==> src/rtl/stream_demux_pkg.sv <==
// Shared types and constants for the stream demultiplexer family.
package stream_demux_pkg;

  localparam int DROP_CNT_W = 16;

  typedef enum logic {
    IDLE = 1'b0,
    HOLD = 1'b1
  } state_e;

  // Keeps the select at least one bit wide even for degenerate channel counts.
  function automatic int sel_width(input int n);
    return (n <= 1) ? 1 : $clog2(n);
  endfunction

endpackage

==> src/rtl/stream_demux_sel_decoder.sv <==
// Select-index to one-hot decoder; flags indices with no matching channel.
module sel_decoder #(
  parameter int NUM_CH = 8,
  parameter int SEL_W  = 3
) (
  input  logic [SEL_W-1:0]  i_sel,
  output logic [NUM_CH-1:0] o_onehot,
  output logic              o_out_of_range
);

  always_comb begin
    o_onehot       = '0;
    o_out_of_range = 1'b1;
    for (int i = 0; i < NUM_CH; i++) begin
      if (i_sel == SEL_W'(i)) begin
        o_onehot[i]    = 1'b1;
        o_out_of_range = 1'b0;
      end
    end
  end

endmodule

==> src/rtl/stream_demux_1xn.sv <==
// Registered 1-to-N stream demux with unicast/broadcast routing and a
// single-entry holding stage that releases once every target has accepted.
//
//   state | meaning
//   IDLE  | holding stage empty, no m_valid asserted
//   HOLD  | word held, m_valid asserted on channels still in pending mask
module stream_demux_1xn
  import stream_demux_pkg::*;
#(
  parameter int DATA_W = 8,
  parameter int NUM_CH = 8,
  parameter int SEL_W  = sel_width(NUM_CH)
) (
  input  logic                  clk,
  input  logic                  rst_n,
  input  logic                  s_valid,
  output logic                  s_ready,
  input  logic [DATA_W-1:0]     s_data,
  input  logic [SEL_W-1:0]      s_sel,
  input  logic                  s_bcast,
  output logic [NUM_CH-1:0]     m_valid,
  input  logic [NUM_CH-1:0]     m_ready,
  output logic [DATA_W-1:0]     m_data,
  output logic                  err_sel,
  output logic [DROP_CNT_W-1:0] drop_cnt
);

  localparam logic [DROP_CNT_W-1:0] CNT_MAX = '1;

  state_e                  r_state;
  state_e                  w_state_nxt;
  logic [DATA_W-1:0]       r_hold_data;
  logic [NUM_CH-1:0]       r_pending;
  logic                    r_err_sel;
  logic [DROP_CNT_W-1:0]   r_drop_cnt;

  logic [NUM_CH-1:0]       w_onehot;
  logic                    w_oor;
  logic [NUM_CH-1:0]       w_mask;
  logic [NUM_CH-1:0]       w_next_pending;
  logic                    w_accept;
  logic                    w_load;
  logic                    w_drop;

  sel_decoder #(
    .NUM_CH (NUM_CH),
    .SEL_W  (SEL_W)
  ) u_sel_decoder (
    .i_sel          (s_sel),
    .o_onehot       (w_onehot),
    .o_out_of_range (w_oor)
  );

  // Drain and new accept may coincide: s_ready looks at what remains after
  // this cycle's handshakes, so back-to-back words never see a bubble.
  assign w_next_pending = r_pending & ~(m_valid & m_ready);
  assign s_ready        = (r_state == IDLE) || (w_next_pending == '0);
  assign w_accept       = s_valid & s_ready;
  assign w_mask         = s_bcast ? {NUM_CH{1'b1}} : (w_oor ? '0 : w_onehot);
  assign w_load         = w_accept & (|w_mask);
  assign w_drop         = w_accept & ~(|w_mask);

  always_ff @(posedge clk or negedge rst_n) begin
    if (!rst_n) begin
      r_state <= IDLE;
    end else begin
      r_state <= w_state_nxt;
    end
  end

  always_comb begin
    w_state_nxt = IDLE;
    if (w_load || (w_next_pending != '0)) begin
      w_state_nxt = HOLD;
    end
  end

  always_comb begin
    m_valid  = (r_state == HOLD) ? r_pending : '0;
    m_data   = r_hold_data;
    err_sel  = r_err_sel;
    drop_cnt = r_drop_cnt;
  end

  always_ff @(posedge clk or negedge rst_n) begin
    if (!rst_n) begin
      r_hold_data <= '0;
      r_pending   <= '0;
      r_err_sel   <= 1'b0;
      r_drop_cnt  <= '0;
    end else begin
      r_err_sel <= w_drop;
      if (w_load) begin
        r_hold_data <= s_data;
        r_pending   <= w_mask;
      end else begin
        r_pending <= w_next_pending;
      end
      if (w_drop && (r_drop_cnt != CNT_MAX)) begin
        r_drop_cnt <= r_drop_cnt + 1'b1;
      end
    end
  end

endmodule

==> config.mk <==
export PLATFORM = sky130hd
export DESIGN_NAME = stream_demux_1xn
export DESIGN_NICKNAME = d
export VERILOG_FILES = /design/src/rtl/stream_demux_pkg.sv /design/src/rtl/stream_demux_sel_decoder.sv /design/src/rtl/stream_demux_1xn.sv
export SDC_FILE = /design/constraint.sdc
export NUM_CORES = 1
export LEC_CHECK = 0
export ABC_AREA = 1
export ABC_CLOCK_PERIOD_IN_PS = 4200
export CAP_MARGIN = 20
export CORE_MARGIN = 5
export CORE_UTILIZATION = 45
export CTS_CLUSTER_SIZE = 14
export DETAILED_ROUTE_END_ITERATION = 10
export GPL_TIMING_DRIVEN = 0
export PLACE_DENSITY_LB_ADDON = 0.15
export SLEW_MARGIN = 20
export SYNTH_ARGS = -nofsm -noshare
export SYNTH_HDL_FRONTEND = slang
export SYNTH_SLANG_ARGS = --single-unit
==> constraint.sdc <==
create_clock -name clk -period 4.2 [get_ports clk]
set_input_delay 1.26 -clock clk [delete_from_list [all_inputs] [get_ports clk]]
set_output_delay 1.26 -clock clk [all_outputs]
set_load 0.03 [all_outputs]
run_1/clock_nets.png
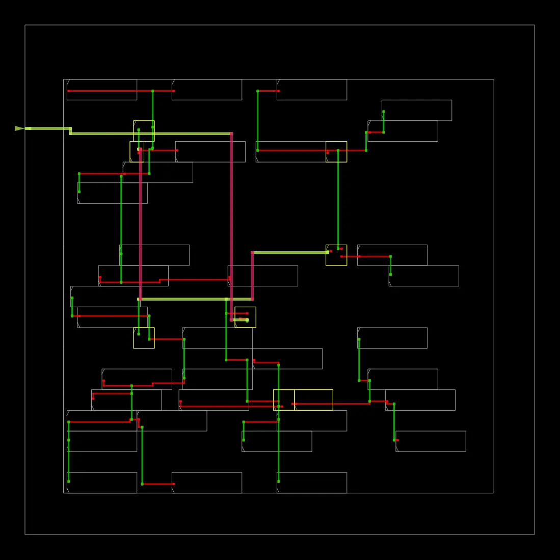
clock skew: 0.00719 ns
flop count: 34
clk ins delay skew pair: 0.33 ns
power in the clock group: 0.000190 W
CTS sink count: 34

run_1/floorplan.png
Pins as bars on the die edge.
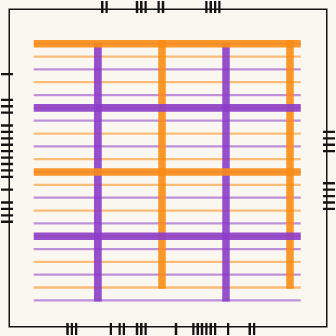
VSS -> purple
VDD -> orange
rows = 20
met4 straps = 4
signal pins = 57
met1 rails = 21
met5 straps = 4

==> run summary, run 1 <==
CTS Buffer Depth = 2
Final worst-path cycle share = 94.4%
Peak supply drop = 0.000364 V
Top area cell types = dfrtp_1 (58%), nand2_1 (16%), nand3_1 (5.8%)
Syn nets = 194
Yosys top cell by area = dfrtp_1
Crit-path max cell delay = 0.46 ns
Clk root buf = clkbuf_4
FP Rows = 20
Critical Setup Path Class = in -> out
Crit start category = input pin
Crit path required time = 2.94 ns
Top post-synthesis cells by count = nand2_1 (61), dfrtp_1 (34), inv_1 (20)
Worst-path cell chain = clkdlybuf4s50_1 -> nand2_1 -> nand2_1 -> nand2_1 -> nor2_1 -> nand2_2 -> nand2_4 -> buf_4 -> clkbuf_2
Worst Setup SP = m_ready[5]
Worst Tran Pin Value = 0.742 ns
Vias = 1245
GP Congestion = 0.883
FMAX = 252 MHz
WL/cell = 12.0 um
Tot Pwr = 0.00135 W
Min-delay src = drop_cnt[2]
Arrival time worst endpoint = 2.71 ns
I/O pin count = 57
Synth Seq Share = 58.2%
Status = finished, final reports clean
Largest net degree at the start of global routing = 35
Drt drc = 0
Yosys chip area = 1460 um2
Final setup viols = 0
CP dominant cell by count = nand2_1
Synthesized registers = 34
HPWL after DPL = 2550 um
Synth Instances = 171
Core ar. = 3080 um2
Post-layout instance area = 2120 um2
Antenna violations before repair = 0
Ys cells = 171
Fin worst setup slack = 0.234 ns
run_1/layers.png
Two of the layers only.
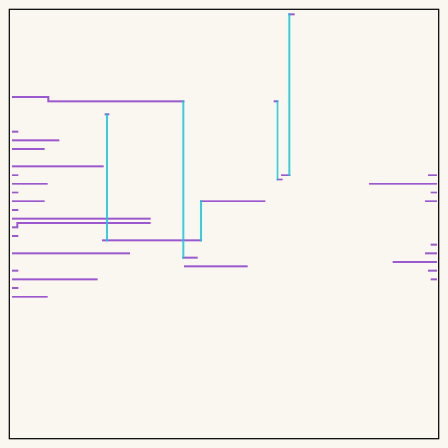
M3 -> purple  # wire length 213 um
M4 -> cyan  # wire length 87.7 um

run 1: cell usage in the layout (no fill, tap or decap):
cell and count:
nand2_2 4, clkbuf_1 16, clkbuf_4 5, clkbuf_2 1
buf_12 1, buf_2 3, clkdlybuf4s50_1 53, clkinvlp_4 1
o21ai_0 8, nor2_1 1, nand2_1 61, nand2_4 2
buf_6 2, clkbuf_8 1, dfrtp_1 34, inv_1 20
conb_1 1, buf_4 1, nor2_2 1, clkinv_2 1
nand3_1 17
run 1: final cells by class:
type	instances	area (um2)
Timing Repair Buffer	55	541
Clock inverter	2	12.5
Buffer	22	120
Fill cell	264	957
Sequential cell	34	851
Tap cell	44	55.1
Multi-Input combinational cell	95	415
Inverter	20	75.1
Clock buffer	6	51.3
run 1: metrics by stage:
step           std cells  util (%)
3_3_place_gp         270      67.2
4_1_cts              278      69.0
6_report             278      68.9
2_1_floorplan        171         -
5_1_grt              278      68.9
3_5_place_dp         270      67.0
run 1: what timing repair did:
item,in CTS,in global routing
hold buffers,0,0
resized,1,2
setup endpoints to repair,1,1
run 1: per-layer routing:
metal  vias to the layer above  GRT usage [%]  share of wire (%)
li1                        620              -                  -
met1                       577           17.9                 39
met2                        38           32.3                 52
met3                        10           6.75                6.4
met4                         0           7.34                2.6
met5                         -              0                  0
run 1: logic make-up after synthesis:
group	synth area share (%)
buffers and inverters	13.4
AND-OR/OR-AND	2.74
AND/OR/NAND/NOR	25.4
flip-flops	58.2
other	0.257
run 1: sequential cells by signal, indices dropped and copies added, names as in the netlist:
signal / flops
err_sel: 1
r_pending: 8
r_state: 1
drop_cnt: 16
m_data: 8
run 1: power by group:
part	internal (W)	leakage, nW	switching, W	total [W]
registers	0.000406	0.449	0.0000402	0.000446
logic	0.000279	0.668	0.000436	0.000715
clock network	0.0000804	0.0343	0.000109	0.000190
run 1: path summary, 6_finish.rpt:
check	to	slack, ns	cells past startpoint
min reg2reg	drop_cnt[2]	0.46	1
min	drop_cnt[2]	0.46	1
max in group asynchronous	r_pending[0]	2.75	1
max reg2reg	r_pending[1]	2.65	12
max	s_ready	0.23	9
min in group asynchronous	drop_cnt[2]	0.97	1
run_1/class_map.png
Scale bar: 20 um.
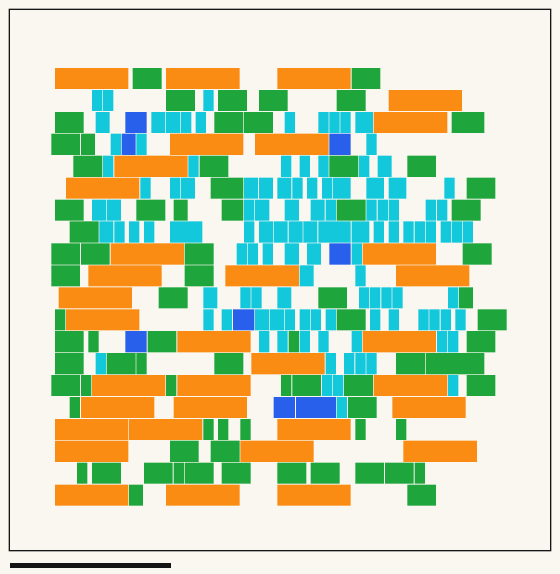

==> run 2: changes to the inputs <==
--- a/config.mk
+++ b/config.mk
@@ -12,8 +12,8 @@
 export CORE_UTILIZATION = 45
 export CTS_CLUSTER_SIZE = 14
 export DETAILED_ROUTE_END_ITERATION = 10
-export GPL_TIMING_DRIVEN = 0
 export PLACE_DENSITY_LB_ADDON = 0.15
+export REMOVE_ABC_BUFFERS = 1
 export SLEW_MARGIN = 20
 export SYNTH_ARGS = -nofsm -noshare
 export SYNTH_HDL_FRONTEND = slang
run_2/class_map.png
Scale bar: 20 um.
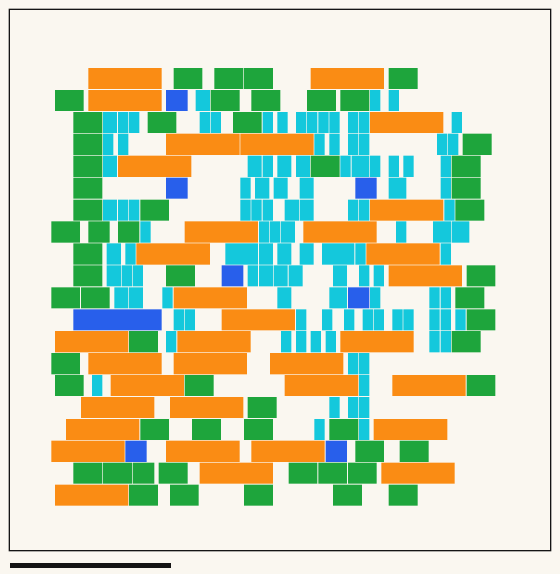
remaining buffers and delay cells -> green  # cells 58
registers -> orange  # cells 34
clock drivers and dummy loads -> blue  # cells 8
remaining logic cells -> cyan  # cells 115
post-layout instance area: 2050 um2
sequential portion of the cell area: 41.5%
Core ar.: 3080 um2

run_2/layers.png
Two of the layers only.
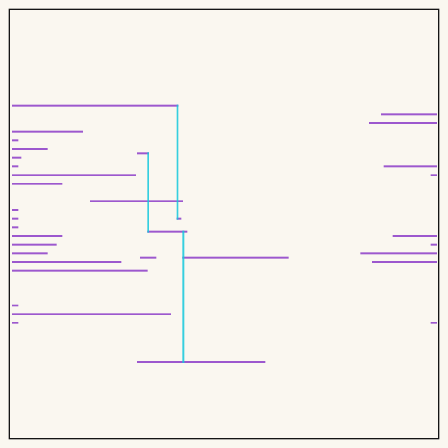
WL/cell: 11.7 um
Post-Route WL: 3040 um
GRT Overall Usage: 15.8%
vias: 1154

run_2/clock_nets.png
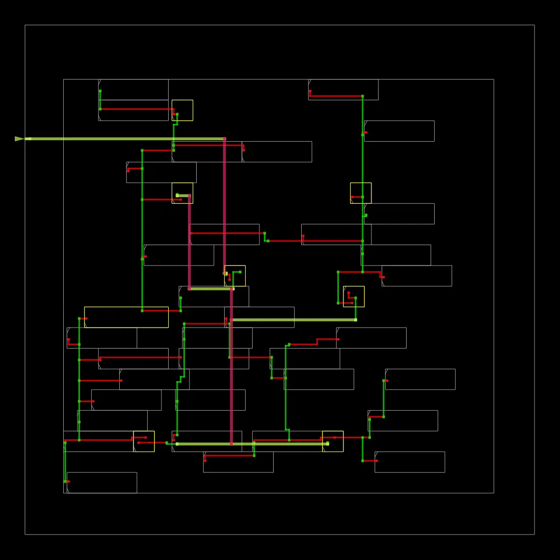
clk ins delay skew pair: 0.34 ns
power in the clock group: 0.000243 W

==> run 2 against run 1 <==
- count of clock-buffer cells in the layout is 1 lower
- worst setup slack better by 0.28 ns
- maximum frequency is 7.6% higher
- highest routed layer unchanged
- non-clock buffer count is 19 lower
- clock power is 28% higher
- hold slack worse by 0.082 ns
==> run summary, run 2 <==
Status = finished, final reports clean
Hold Buf Count CTS = 0
Crit path required time = 2.94 ns
Critical Setup Path Class = in -> out
Synthesized registers = 34
Crit-path max cell delay = 0.46 ns
Tot Pwr = 0.00137 W
Finished Core Util = 66.7%
Crit path max fanout = 2
Top cells excl fill/tap = nand2_1 (61), clkdlybuf4s50_1 (55), dfrtp_1 (34), inv_1 (20), nand3_1 (17)
Top post-synthesis cells by count = nand2_1 (61), dfrtp_1 (34), inv_1 (20)
Worst-path cell chain = clkdlybuf4s50_1 -> nand2_1 -> nand2_1 -> nand2_1 -> nor2_1 -> nand2_2 -> nand2_4 -> buf_4
Worst Tran Pin Value = 0.614 ns
Clk root buf = clkbuf_4
Filler cells = 264
FP Rows = 20
FMAX = 271 MHz
Synth Seq Share = 58.2%
Fp_density = 47.5%
Arrival time worst endpoint = 2.42 ns
Clock skew = 0.00458 ns
Drt drc = 0
Max FFs per register = 16
GP Congestion = 0.841
Reg area = 851 um2
Sw frac = 42.8%
I/O pin count = 57
Peak supply drop = 0.000583 V
Ys cells = 171
CTS sink count = 34
Final setup viols = 0
Seq pwr share = 33.7%
CP dominant cell by count = nand2_1
Yosys chip area = 1460 um2
Yosys top cell by area = dfrtp_1
HPWL after DPL = 2250 um
Total net switching power = 0.000589 W
Antenna violations before repair = 0
Internal = 0.000786 W
Top cell excl fill/tap = nand2_1
CTS Buffer Depth = 2
Final worst-path cycle share = 87.7%
-- run 2: kinds of logic after synthesis --
group / synth area share [%]
compound gates: 2.74
buf+inv: 13.4
flops: 58.2
other cells: 0.257
simple gates: 25.4
-- run 2: layout make-up --
type | count | share of cell area (%)
clock inverters | 3 | 2.20
well taps | 44 | 2.68
flip-flops and latches | 34 | 41.5
clock buffers | 5 | 1.83
multi-input cells | 95 | 20.2
repair buffers | 58 | 27.9
inverters | 20 | 3.66
-- run 2: worst paths after layout --
kind	from	to	cells past startpoint	slack [ns]
worst max-delay path	m_ready[3]	s_ready	8	0.52
worst min-delay path	drop_cnt[0]	drop_cnt[0]	0	0.38
worst max register to register	r_state	r_pending[6]	10	2.22
worst min register to register	drop_cnt[0]	drop_cnt[0]	0	0.38
max in group asynchronous	rst_n	drop_cnt[14]	2	2.60
min in group asynchronous	rst_n	drop_cnt[2]	2	1.30
-- run 2: metal layers --
layer	global-route usage [%]	vias up	wire (um)	share of wire, %
li1	-	583	-	-
met1	18.2	527	1260	41
met2	25.0	37	1460	48
met3	7.59	7	273	9.0
met4	6.84	0	50	1.6
met5	0	-	0	0
-- run 2: power groups by stage --
stage	sequential [W]	combinational, W	clock (W)
after floorplan	0.000533	0.000338	0
after global placement	0.000465	0.000663	0
after detailed placement	0.000468	0.000675	0
after CTS	0.000464	0.000676	0.000250
after global routing	0.000474	0.000741	0.000263
final	0.000463	0.000669	0.000243
-- run 2: metrics by stage --
step / setup slack [ns] / instances
CTS: 0.515 / 259
global placement: 0.534 / 251
floorplan: 1.09 / 149
finish: 0.515 / 259
global route: 0.399 / 259
detailed placement: 0.523 / 251
run_2/clock_wires.png
Scale bar: 20 um.
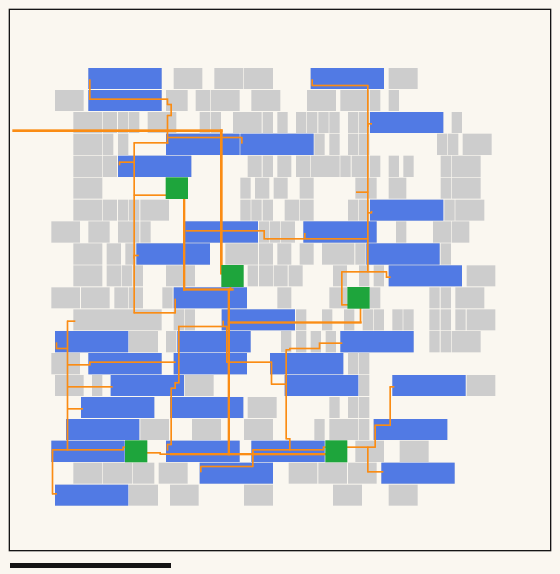

==> run 3: changes to the inputs <==
--- a/config.mk
+++ b/config.mk
@@ -9,7 +9,7 @@
 export ABC_CLOCK_PERIOD_IN_PS = 4200
 export CAP_MARGIN = 20
 export CORE_MARGIN = 5
-export CORE_UTILIZATION = 45
+export CORE_UTILIZATION = 46
 export CTS_CLUSTER_SIZE = 14
 export DETAILED_ROUTE_END_ITERATION = 10
 export PLACE_DENSITY_LB_ADDON = 0.15
run_3/clock_wires.png
Scale bar: 20 um.
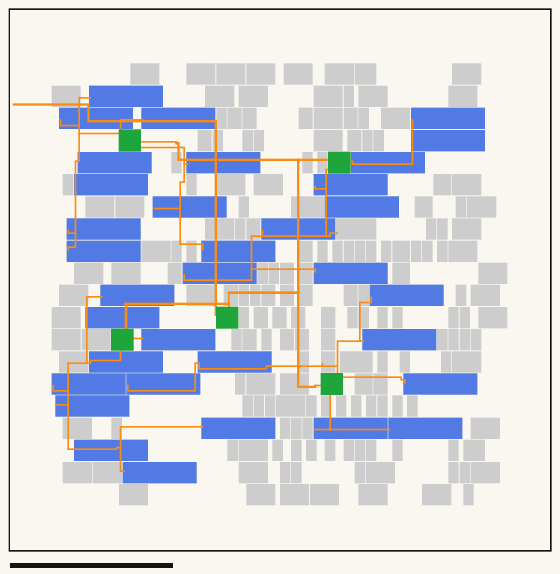
flip-flops -> blue  # count 34
clock wires -> orange  # length 387 um
clock-net drivers -> green  # count 5
routed clock nets = 6

run_3/class_map.png
Scale bar: 20 um.
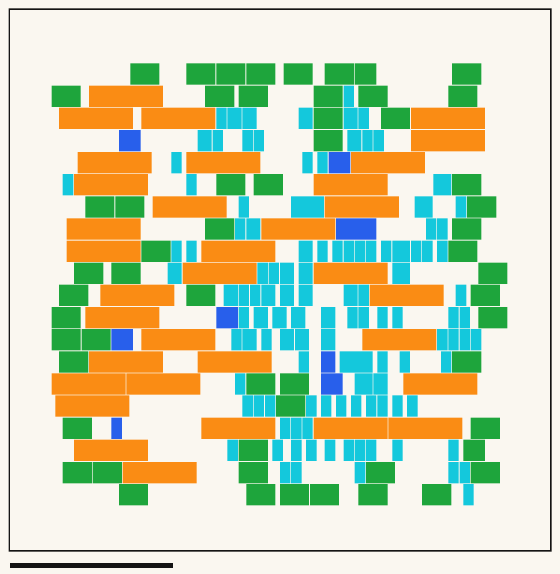
registers -> orange  # cells 34
remaining logic cells -> cyan  # cells 115
remaining buffers and delay cells -> green  # cells 57
clock drivers and dummy loads -> blue  # cells 8
sequential portion of the cell area: 42.1%
Core ar.: 3050 um2

run_3/layers.png
Two of the layers only.
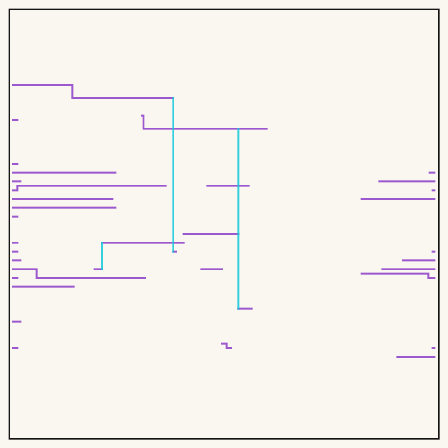
M3 -> purple  # wire length 247 um
M4 -> cyan  # wire length 55.8 um
Post-Route WL: 2900 um
vias: 1128
WL/cell: 11.2 um
GRT Overall Usage: 14.9%

==> run 3 against run 2 <==
- hold slack gained 0.00082 ns
- critical endpoint unchanged
- total power shrank 6.3%
- register-to-register slack gained 0.17 ns
- maximum frequency fell by 3.0%
- design area down 1.5%
- count of clock-buffer cells in the layout rose by 2
- wire length fell by 4.7%
- clock power down 24%
- core utilization decreased by 0.44 points
- combinational power decreased by 3.7%
- largest cell class unchanged
- die size shrank 1.8%
==> run summary, run 3 <==
Status = finished, final reports clean
Filler cells = 268
CTS Buffer Depth = 2
Reg area = 851 um2
FP Rows = 20
Worst reg2reg path depth = 9
Crit path max fanout = 18
Hold Buf Count CTS = 0
Final setup viols = 0
Synth Instances = 171
Fp_density = 47.9%
Crit path required time = 2.94 ns
Worst Setup SP = m_ready[6]
Clk root buf = clkbuf_4
Drt drc = 0
Yosys top cell by area = dfrtp_1
Worst Tran Pin Value = 0.644 ns
Max FFs per register = 16
Crit Reg-Reg Startpoint = r_state
Arrival time worst endpoint = 2.54 ns
Setup crit end = s_ready
I/O pin count = 57
Top cells excl fill/tap = nand2_1 (61), clkdlybuf4s50_1 (55), dfrtp_1 (34), inv_1 (20), nand3_1 (17)
MI comb area = 415 um2
Peak supply drop = 0.000270 V
Top post-synthesis cells by count = nand2_1 (61), dfrtp_1 (34), inv_1 (20)
Critical Setup Path Class = in -> out
[run 3: area by class of cell]
cell class / count / area share [%]
well taps: 44 / 2.72
clock inverters: 1 / 0.248
clock buffers: 7 / 2.72
inverters: 20 / 3.71
repair buffers: 57 / 28.0
flip-flops and latches: 34 / 42.1
multi-input cells: 95 / 20.5
[run 3: logic make-up (layout without fill, tap and decap cells)]
| group | count (synthesis) | in the layout | share of synthesized area, % |
|---|---|---|---|
| AND/OR/NAND/NOR | 86 | 86 | 25.4 |
| buffers and inverters | 42 | 85 | 13.4 |
| flip-flops | 34 | 34 | 58.2 |
| AND-OR/OR-AND | 8 | 8 | 2.74 |
| other | 1 | 1 | 0.257 |
[run 3: routing by layer]
metal  vias up  part of all wire, %  global-route usage (%)
met5         -                    0                       0
met4         0                  1.9                    8.38
met3         7                  8.5                    6.12
met2        39                   46                    22.1
met1       499                   44                    18.4
li1        583                    -                       -
[run 3: worst max-delay path, cell delays in order]
cell and delay [ns]:
clkdlybuf4s50_1 0.46, nand2_1 0.05, nand2_1 0.10, nand2_1 0.07, nor2_2 0.14, nand2_2 0.08, nand2_4 0.17, buf_4 0.20
[run 3: stage by stage]
stage,worst slack (ns),area (um2),total power (W),hold WS [ns],instances
final,0.400,2020,0.00129,0.383,258
after detailed placement,0.389,1960,0.00112,0.366,250
after global routing,0.274,2020,0.00139,0.396,258
after CTS,0.388,2020,0.00131,0.389,258
after global placement,0.418,1960,0.00110,0.364,250
after floorplan,1.09,1340,0.000871,0.539,149
[run 3: report_power, final]
| part | internal [W] | switching (W) | leakage, nW |
|---|---|---|---|
| sequential | 0.000406 | 0.0000550 | 0.449 |
| clock | 0.0000810 | 0.000103 | 0.0353 |
| combinational | 0.000244 | 0.000400 | 0.624 |
| total | 0.000730 | 0.000558 | 1.11 |
[run 3: worst min path at each step]
stage / slack, ns / end / startpoint
2_1_floorplan: 0.54 / r_pending[4] / r_pending[4]
3_3_place_gp: 0.36 / drop_cnt[12] / drop_cnt[12]
3_5_place_dp: 0.37 / drop_cnt[3] / drop_cnt[3]
4_1_cts: 0.39 / drop_cnt[15] / drop_cnt[15]
5_1_grt: 0.40 / drop_cnt[4] / drop_cnt[4]
6_report: 0.38 / drop_cnt[8] / drop_cnt[8]
Power is estimated from default activity; no workload was simulated.
